**src/rtl/mips_pkg.sv**
```systemverilog
// rtl/mips_pkg.sv - shared fetch-stage constants and exception codes
package mips_pkg;
  localparam logic [31:0] RESET_PC   = 32'h0000_3000;
  localparam logic [31:0] EXC_VECTOR = 32'h0000_4180;
  localparam logic [31:0] IM_LO      = 32'h0000_3000;
  localparam logic [31:0] IM_HI      = 32'h0000_6ffc;
  localparam logic [4:0]  EXC_ADEL   = 5'd4;
endpackage

```
**src/rtl/pc_incr.sv**
```systemverilog
// rtl/pc_incr.sv - sequential fetch address adder (pc + 4, wraps modulo 2^32)
module pc_incr (
  input  logic [31:0] pc,
  output logic [31:0] pc4
);
  assign pc4 = pc + 32'd4;
endmodule

```
**src/rtl/ifu_pc.sv**
```systemverilog
// rtl/ifu_pc.sv - fetch PC register and next-PC priority mux
// Optional AdEL fetch check enabled by IFU_ADEL_CHECK_EN.
module ifu_pc #(
  parameter logic [31:0] RESET_PC   = mips_pkg::RESET_PC,
  parameter logic [31:0] EXC_VECTOR = mips_pkg::EXC_VECTOR,
  parameter logic [31:0] IM_LO      = mips_pkg::IM_LO,
  parameter logic [31:0] IM_HI      = mips_pkg::IM_HI
) (
  input  logic        clk,
  input  logic        reset,
  input  logic        stall,
  input  logic        br_taken,
  input  logic [31:0] br_target,
  input  logic        exc_enter,
  input  logic        eret,
  input  logic [31:0] epc,
  output logic [31:0] pc,
  output logic [31:0] pc4,
  output logic        redir_pend,
  output logic        fetch_exc,
  output logic [4:0]  fetch_exccode
);
  import mips_pkg::*;

  logic [31:0] pc_q, pc_d;
  logic        pend_q, pend_d;
  logic [31:0] pend_tgt_q, pend_tgt_d;

  pc_incr u_pc_incr (
    .pc  (pc_q),
    .pc4 (pc4)
  );

  // Exception entry and eret bypass the stall; a redirect seen under stall is parked.
  always_comb begin
    pc_d       = pc4;
    pend_d     = pend_q;
    pend_tgt_d = pend_tgt_q;
    if (exc_enter) begin
      pc_d   = EXC_VECTOR;
      pend_d = 1'b0;
    end else if (eret) begin
      pc_d   = epc;
      pend_d = 1'b0;
    end else if (stall) begin
      pc_d = pc_q;
      if (br_taken) begin
        pend_tgt_d = br_target;
        pend_d     = 1'b1;
      end
    end else if (br_taken) begin
      pc_d   = br_target;
      pend_d = 1'b0;
    end else if (pend_q) begin
      pc_d   = pend_tgt_q;
      pend_d = 1'b0;
    end
  end

  always_ff @(posedge clk or posedge reset) begin
    if (reset) begin
      pc_q       <= RESET_PC;
      pend_q     <= 1'b0;
      pend_tgt_q <= 32'd0;
    end else begin
      pc_q       <= pc_d;
      pend_q     <= pend_d;
      pend_tgt_q <= pend_tgt_d;
    end
  end

  assign pc         = pc_q;
  assign redir_pend = pend_q;

`ifdef IFU_ADEL_CHECK_EN
  assign fetch_exc = (pc_q[1:0] != 2'b00) || (pc_q < IM_LO) || (pc_q > IM_HI);
`else
  // Bounds only matter with the check built in; keep them referenced.
  logic unused_bounds;
  assign unused_bounds = &{1'b0, IM_LO, IM_HI};
  assign fetch_exc     = 1'b0;
`endif

  assign fetch_exccode = fetch_exc ? EXC_ADEL : 5'd0;
endmodule

```
**config.mk**
```make
export PLATFORM = sky130hd
export DESIGN_NAME = ifu_pc
export DESIGN_NICKNAME = d
export VERILOG_FILES = /design/src/rtl/mips_pkg.sv /design/src/rtl/pc_incr.sv /design/src/rtl/ifu_pc.sv
export SDC_FILE = /design/constraint.sdc
export NUM_CORES = 1
export LEC_CHECK = 0
export CAP_MARGIN = 10
export CORE_MARGIN = 4
export CORE_UTILIZATION = 40
export DETAILED_ROUTE_END_ITERATION = 10
export GPL_TIMING_DRIVEN = 0
export PLACE_DENSITY = 0.71
export SETUP_SLACK_MARGIN = 0.1
export SLEW_MARGIN = 15
export SYNTH_ARGS = -nofsm -noshare
export SYNTH_HDL_FRONTEND = slang
export SYNTH_SLANG_ARGS = --single-unit
```
**constraint.sdc**
```tcl
create_clock -name clk -period 2.9 [get_ports clk]
set_clock_uncertainty 0.15 [all_clocks]
set_input_delay 0.58 -clock clk [delete_from_list [all_inputs] [get_ports clk]]
set_output_delay 0.58 -clock clk [all_outputs]
set_load 0.01 [all_outputs]
```
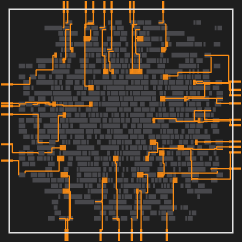
(nets reached from selected ports)
Drawn at 2 px/um.
orange -> `epc`  # bits 32, direction input, edge 10 right, 9 top, 7 bottom, 6 left, end cells 36, buffers 32, wire 1,130 um
total of buffers placed on input and output ports: 132
I/O pin count: 141

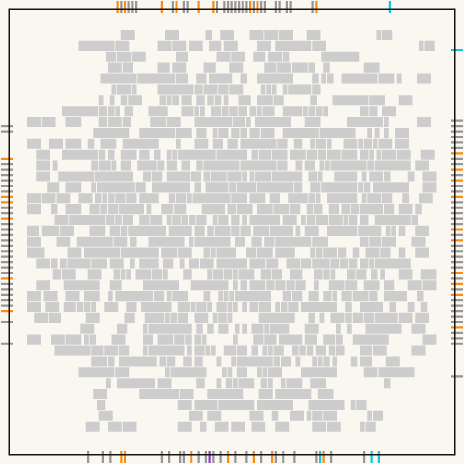
(I/O pins on the die edge)
Drawn at 4 px/um. Pins as bars across the die edge, other pins in grey.
purple -> `eret`  # pins 1, direction input, edge bottom
orange -> `epc`  # pins 32, direction input, edge 10 right, 9 top, 7 bottom, 6 left
cyan -> `fetch_exccode`  # pins 5, direction output, edge 3 bottom, 1 right, 1 top
width of the chip: 111 um
die y size: 111 um

==> impl_metrics.env <==
# yosys + openroad results
export IMPL_hold_path_cell_count=1
export IMPL_failed_checks="negative setup slack"
export IMPL_critical_path_endpoint_type="output pin"
export IMPL_gp_congestion=0.924
export IMPL_p_comb_share_pct=28.6
export IMPL_hold_path_startpoint="pend_tgt_q[20]"
export IMPL_rr_startpoint="redir_pend"
export IMPL_antenna_found_initial=0
export IMPL_drt_first_pass_iters=5
export IMPL_number_of_synthesized_flops_with_an_enable_pin=0
export IMPL_max_slew_worst_pin_slew_ns=1.04
export IMPL_post_cts_resized=99
export IMPL_via_count_normalized_by_instance_count=6.02
export IMPL_worst_setup_path_type="register to output pin"
export IMPL_status="finished, violations left"
export IMPL_count_of_tool_warnings=28
export IMPL_rsz0062_at_grt="yes"
export IMPL_clkSlewWorstSetupHoldPaths_ns=0.08
export IMPL_wire_per_inst_um=21.0
export IMPL_power_density_nw_per_um2=410
export IMPL_grt_pass1_wl_mm=26.5
export IMPL_worstHoldPathType="register to register"
export IMPL_postCtsHoldBufs=0
export IMPL_final_report_max_slew_violation_count=0
export IMPL_lay_top_cells="sky130_fd_sc_hd__clkdlybuf4s50_1 (107), sky130_fd_sc_hd__buf_4 (57), sky130_fd_sc_hd__dfrtp_1 (51)"
export IMPL_place_hpwl_mm=12.0
export IMPL_die_area_um2=12300
export IMPL_insertedDiodeCount=0
export IMPL_critPathArrivalTime_ns=2.33
export IMPL_drtIter0Drc=555
export IMPL_root_cell_of_the_clock_tree="sky130_fd_sc_hd__clkbuf_8"
export IMPL_seqPwrFrac_pct=42.2
export IMPL_cts_num_sinks=65
export IMPL_sequentialPower_w=0.00116
export IMPL_peakVddDrop_mv=0.212
export IMPL_cell_internal_pwr_w=0.00188
export IMPL_setup_viol_count_final=6
export IMPL_seq_area_frac_synth_pct=38.4
export IMPL_power_static_leakage_nw=2.88
export IMPL_setup_reg_to_reg_worst_slack_ns=0.42
export IMPL_hold_path_end="pend_tgt_q[20]"
export IMPL_track_usage_pct=27.0
export IMPL_fp_utilization_pct=41.1
export IMPL_cts_made_buffers=9
export IMPL_ys_types=60
export IMPL_fmax_ghz=0.327
export IMPL_first_global_vias=4943
export IMPL_setup_tns_final_ns=-0.474
export IMPL_power_share_switching_pct=31.2
export IMPL_final_min_clock_period_ns=3.06
export IMPL_yosys_cell_count=475
export IMPL_cts_htree_levels=3
export IMPL_synth_main_ff_cell="sky130_fd_sc_hd__dfrtp_1"
export IMPL_coreArea_um2=10300
export IMPL_critPathRequiredTime_ns=2.17
export IMPL_clockPowerShare_pct=29.2
export IMPL_worstRegToRegCells=5
export IMPL_filler_cell_count=834
export IMPL_top_power_consumer_group="registers"
export IMPL_async_flop_share_pct=100
export IMPL_numSynthFlops=65
export IMPL_powerComb_w=0.000782
export IMPL_pin_count_of_the_biggest_net_entering_global_routing=46
export IMPL_share_of_final_layout_standard_cells_stronger_than_drive_strength_1_pct=28.9
export IMPL_antenna_left=0
export IMPL_final_core_util_pct=64.6
export IMPL_critical_path_startpoint_type="register"
export IMPL_synthesis_yosys_warnings=0
export IMPL_vias=4964
export IMPL_drc_errors=0
export IMPL_worstPathMaxFanout=4
export IMPL_clk_latency_ns=0.35
export IMPL_finish_net_count=754
export IMPL_power_clock_w=0.000798
export IMPL_post_cts_buffers=39
export IMPL_cts_max_path_buffers=2
export IMPL_power_net_switching_w=0.000854
export IMPL_drt_wl_total_mm=17.3
export IMPL_syn_area_per_cell_um2=8.93
export IMPL_hold_viol_final=0
export IMPL_tritoncts="yes"
export IMPL_area_growth_syn_to_layout_pct=57.3
export IMPL_finalClockPeriodUsage_pct=106
export IMPL_post_route_worst_setup_slack_ns=-0.160
export IMPL_slew_limit_headroom_pct=30.4
export IMPL_worst_r2r_endpoint="pc[27]"
export IMPL_synth_area_um2=4240
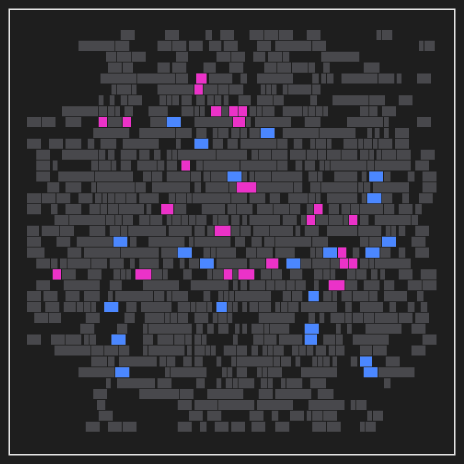
(gate families picked out)
Drawn at 4 px/um.
magenta -> and/or cells  # cells 24
blue -> non-inverting ao/oa cells  # cells 22
Commonest Layout Cell: sky130_fd_sc_hd__clkdlybuf4s50_1
final instance count without filler cells: 824

-- area by class of cell --
cell class | instances | area (um2) | area share [%]
timing repair buffer | 192 | 1740 | 26.1
sequential | 65 | 1640 | 24.6
multi-input combinational | 362 | 2680 | 40.2
inverter | 16 | 62.6 | 0.938
clock inverter | 3 | 42.5 | 0.638
buffer | 37 | 176 | 2.64
clock buffer | 13 | 149 | 2.23
tap | 136 | 170 | 2.55
-- worst max path at each step --
stage                      start             end  slack, ns  depth (start not counted)
after floorplan            pc[2]         pc4[26]       0.19                          5
after global placement     reset  pend_tgt_q[28]      -0.70                          2
final                      pc[2]         pc4[20]      -0.16                          7
after detailed placement   stall  pend_tgt_q[25]      -0.54                          6
after CTS                 pc[13]         pc4[26]      -0.16                          5
after global routing       pc[2]         pc4[20]      -0.18                          7
-- routing by layer --
layer | GRT usage [%] | routed length, um
met1 | 34.7 | 6530
met2 | 44.0 | 8120
met3 | 5.62 | 1890
met4 | 11.7 | 792
met5 | 0 | 0
-- cell families after synthesis --
logic type                 synth area share, %
adders and majority gates                0.295
buffers and inverters                     5.49
muxes                                     9.88
DFF                                       38.4
AOI/OAI and AO/OA                         19.6
and+or+nand+nor                           21.3
other                                   0.0884
xor gates and xnor gates                  4.96
-- worst max-delay path: stages (launching register included) --
cell                              delay (ns)
sky130_fd_sc_hd__dfrtp_2                0.41
sky130_fd_sc_hd__ha_4                   0.17
sky130_fd_sc_hd__nand4_1                0.15
sky130_fd_sc_hd__or4_4                  0.56
sky130_fd_sc_hd__buf_4                  0.17
sky130_fd_sc_hd__nor3_4                 0.14
sky130_fd_sc_hd__or2_4                  0.16
sky130_fd_sc_hd__clkdlybuf4s15_2        0.21
-- cells in the mapped netlist, types with 6 or more instances --
master                      n  area, um2
sky130_fd_sc_hd__nor4_1     6       37.5
sky130_fd_sc_hd__nor2_1    35        131
sky130_fd_sc_hd__inv_1     16       60.1
sky130_fd_sc_hd__buf_4      8       60.1
sky130_fd_sc_hd__o21ai_0   22        110
sky130_fd_sc_hd__mux2_2    31        349
sky130_fd_sc_hd__xnor2_1   21        184
sky130_fd_sc_hd__a21oi_1   24        120
sky130_fd_sc_hd__nand2_1   47        176
sky130_fd_sc_hd__a31oi_1   13       81.3
sky130_fd_sc_hd__nand3_1   18       90.1
sky130_fd_sc_hd__nand4_1   12       75.1
sky130_fd_sc_hd__a221o_1   12        120
sky130_fd_sc_hd__mux2i_1    7       70.1
sky130_fd_sc_hd__clkbuf_1  23       86.3
sky130_fd_sc_hd__a221oi_1   6       52.6
sky130_fd_sc_hd__nor3_1    13       65.1
sky130_fd_sc_hd__nand2b_1   7       43.8
sky130_fd_sc_hd__dfrtp_1   63       1580
sky130_fd_sc_hd__o211ai_1   8       60.1
-- through the flow --
step	power [W]	instances	area (um2)	worst slack (ns)	hold WS, ns
after floorplan	0.00151	480	4260	0.187	0.322
final	0.00273	824	6670	-0.160	0.355
after global placement	0.00186	748	5750	-0.701	0.330
after global routing	0.00285	824	6670	-0.185	0.374
after detailed placement	0.00189	749	5780	-0.543	0.337
after CTS	0.00269	804	6420	-0.158	0.352
-- registers in the layout, indices dropped and copies added, names as in the netlist --
name	count
pend_tgt_q	32
pc	32
redir_pend	1
Power figures rest on the tool's default switching activity, not on a simulated workload.
